Fig. 1: M1 wires
(6 px per micron)
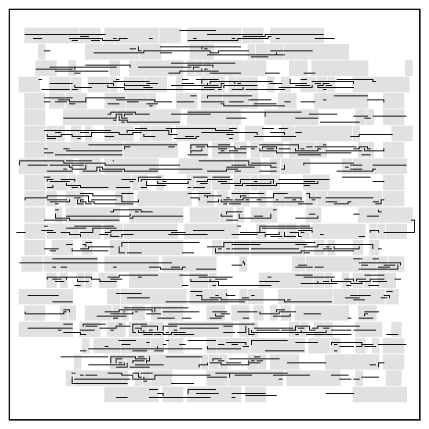
Fig. 2: M2 wires
(6 px per micron)
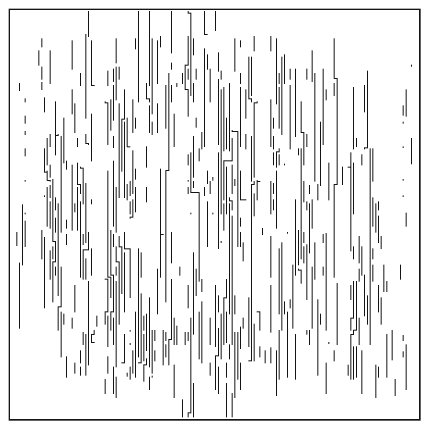
Fig. 3: signal wires on met3
(4 px per micron)
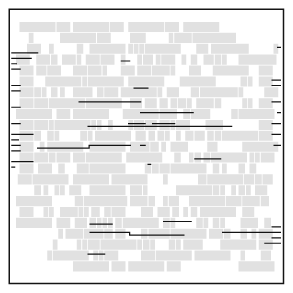
[config.mk]
export PLATFORM = sky130hd
export DESIGN_NAME = bcd_seq_converter
export DESIGN_NICKNAME = d
export VERILOG_FILES = /design/src/rtl/bcd_seq_converter.sv
export SDC_FILE = /design/constraint.sdc
export NUM_CORES = 1
export LEC_CHECK = 0
export CORE_UTILIZATION = 57
export DETAILED_ROUTE_END_ITERATION = 16
export PLACE_DENSITY = 0.84
export REMOVE_ABC_BUFFERS = 1
export SLEW_MARGIN = 25
export SYNTH_ARGS = -nofsm -noshare
export SYNTH_HDL_FRONTEND = slang
export SYNTH_SLANG_ARGS = --single-unit
[constraint.sdc]
create_clock -name clk -period 4.2 [get_ports clk]
set_input_delay 0.42 -clock clk [delete_from_list [all_inputs] [get_ports clk]]
set_output_delay 0.42 -clock clk [all_outputs]
set_load 0.1 [all_outputs]
[src/rtl/bcd_seq_converter.sv]
// Iterative double-dabble binary-to-BCD converter with registered, display-stable digits and leading-zero mask.
// state | meaning:  IDLE | ready for a new value, outputs hold;  CONV | one add-3/shift step per cycle
module bcd_seq_converter #(
   parameter int WIDTH  = 12,
   parameter int DIGITS = 4
) (
   input  logic                  clk,
   input  logic                  rst_n,
   input  logic                  in_valid,
   input  logic [WIDTH-1:0]      in_data,
   output logic                  in_ready,
   output logic [4*DIGITS-1:0]   bcd_out,
   output logic [DIGITS-1:0]     lz_mask,
   output logic                  out_valid,
   output logic                  busy
);
   localparam int CW = $clog2(WIDTH + 1);
   localparam int BW = 4 * DIGITS;

   typedef enum logic {S_IDLE, S_CONV} state_t;

   state_t           r_state, w_state_nxt;
   logic [WIDTH-1:0] r_bin;
   logic [BW-1:0]    r_bcd;
   logic [CW-1:0]    r_cnt;
   logic [BW-2:0]    w_bcd_adj;
   logic [3:0]       w_nib;
   logic [BW-1:0]    w_bcd_sh;
   logic [WIDTH-1:0] w_bin_sh;
   logic [DIGITS-1:0] w_lz;
   logic             w_all_zero;
   logic             w_last;
   logic             w_accept;

   // The adjusted top nibble's MSB is shifted out, so only its low 3 bits are kept.
   always_comb begin
      w_bcd_adj = '0;
      w_nib     = '0;
      for (int d = 0; d < DIGITS - 1; d++) begin
         w_nib = r_bcd[4*d +: 4];
         if (w_nib >= 4'd5) w_nib = w_nib + 4'd3;
         w_bcd_adj[4*d +: 4] = w_nib;
      end
      w_nib = r_bcd[4*(DIGITS-1) +: 4];
      if (w_nib >= 4'd5) w_nib = w_nib + 4'd3;
      w_bcd_adj[4*(DIGITS-1) +: 3] = w_nib[2:0];
   end

   assign {w_bcd_sh, w_bin_sh} = {w_bcd_adj, r_bin, 1'b0};
   assign w_last = (r_cnt == CW'(WIDTH - 1));

   always_comb begin
      w_lz       = '0;
      w_all_zero = 1'b1;
      for (int k = DIGITS - 1; k >= 1; k--) begin
         w_all_zero = w_all_zero && (w_bcd_sh[4*k +: 4] == 4'd0);
         w_lz[k]    = w_all_zero;
      end
   end

   always_ff @(posedge clk or negedge rst_n) begin
      if (!rst_n) r_state <= S_IDLE;
      else        r_state <= w_state_nxt;
   end

   always_comb begin
      w_state_nxt = r_state;
      in_ready    = 1'b0;
      busy        = 1'b0;
      w_accept    = 1'b0;
      case (r_state)
         S_IDLE: begin
            in_ready = 1'b1;
            if (in_valid) begin
               w_accept    = 1'b1;
               w_state_nxt = S_CONV;
            end
         end
         S_CONV: begin
            busy = 1'b1;
            if (w_last) w_state_nxt = S_IDLE;
         end
         default: w_state_nxt = S_IDLE;
      endcase
   end

   always_ff @(posedge clk or negedge rst_n) begin
      if (!rst_n) begin
         r_bin     <= '0;
         r_bcd     <= '0;
         r_cnt     <= '0;
         bcd_out   <= '0;
         lz_mask   <= {{(DIGITS-1){1'b1}}, 1'b0};
         out_valid <= 1'b0;
      end else begin
         out_valid <= 1'b0;
         if (w_accept) begin
            r_bin <= in_data;
            r_bcd <= '0;
            r_cnt <= '0;
         end else if (r_state == S_CONV) begin
            r_bin <= w_bin_sh;
            r_bcd <= w_bcd_sh;
            r_cnt <= r_cnt + CW'(1);
            if (w_last) begin
               bcd_out   <= w_bcd_sh;
               lz_mask   <= w_lz;
               out_valid <= 1'b1;
            end
         end
      end
   end
endmodule
==> Slide: Implementation Results <==
Key Metrics from the Run

Global routing
  • Met3 usage: 6.50%

Setup path
  • CP max stage delay: roughly 1200 ps
  • Reg2reg path depth: 7
  • R2R setup slack: 2390 ps
  • Worst R2R End: lz_mask[1]
  • Critical path type: reg -> out

Status
  • Outcome: finished, final reports clean

CTS
  • Clk sink count: ~53
  • Number of buffers created by CTS: 5
  • Hold Buf Count CTS: 0
  • TritonCTS clock tree: done
  • Postcts setup bufs: 0
  • Root buffer cell: clkbuf_8

Die
  • Cell Rows: 23
  • Core area: just over 4000 sq um
  • Die area: approximately 4600 sq um
  • Width of the die: between 60 and 70 microns

Cells and area
  • Register Area: ~1300 sq um
  • N_diodes: 0

STA
  • Final-report hold violation count: 0
  • Final Skew: 9.98 ps

Route
  • Via-per-instance ratio: 5.53
  • Met2 Routed Length: roughly 2200 microns
  • Post-DRT Antenna Nets: 0
  • Top layer in use: met4
  • Via count: 1,853

Synth
  • Mapped Area: around 2500 sq um
  • Synth Warn #: 0
  • Seq share, synth: 53.3%

Place
  • Post-DP HPWL: around 3200 microns

Job
  • Tool warning count: 29
## Picture notes: Fig. 1
The layer carries 2,170 microns of wire. The wires run mostly horizontal. The longest straight run is 25.3 microns.

## Picture notes: Fig. 2
The longest straight run is 32.6 microns. The layer holds 47% of the routed length. The layer carries 2,240 microns of wire. The wires run mostly vertical. 252 nets have wire on it.

## Picture notes: Fig. 3
The layer carries 228 microns of wire. The wires run mostly horizontal.

[stage by stage]
stage	instance area, sq um	utilization (%)	setup slack [ps]	hold slack [ps]
final	3030	73.5	1350	217
after global routing	3030	73.5	1230	283
after CTS	3020	73.5	1340	243
after detailed placement	2890	70.2	1700	458
after global placement	2890	70.2	1710	454
after floorplan	2440	-	1220	124
[worst min path at each step]
stage,start,depth (start not counted),endpoint,slack [ps]
floorplan,rst_n,0,bcd_out[0],120
global placement,lz_mask[3],2,lz_mask[3],450
detailed placement,lz_mask[3],2,lz_mask[3],460
CTS,rst_n,2,bcd_out[5],240
global route,rst_n,2,bcd_out[5],280
finish,rst_n,2,bcd_out[5],220
[critical path, delay by kind of cell, from the launching register on]
kind	cells	cell delay, ps
flops	1	370
buf+inv	3	1750
[final cells by class]
type,instances,area share (%)
flip-flops and latches,53,44.0
clock buffers,5,2.27
multi-input cells,174,35.6
clock inverters,3,2.15
repair buffers,40,12.7
well taps,50,2.07
inverters,10,1.24
[placed cells by master, fill, tap and decap left out, drive strengths merged, types with 5 or more instances in the layout]
master | netlist | layout
nor2 | 8 | 8
xnor2 | 5 | 5
inv | 10 | 10
ha | 9 | 9
nor3b | 5 | 5
a22o | 7 | 7
nand2b | 5 | 5
a21oi | 8 | 8
o21ai | 37 | 37
clkbuf | 5 | 5
dfrtp | 50 | 50
mux2i | 15 | 15
nand2 | 54 | 54
buf | 7 | 5
clkdlybuf4s50 | 0 | 35
[sequential cells by signal, indices dropped and copies added (netlist names)]
| signal | cells |
|---|---|
| r_cnt | 4 |
| r_bin | 12 |
| out_valid | 1 |
| r_state | 1 |
| bcd_out | 16 |
| lz_mask | 3 |
| r_bcd | 16 |
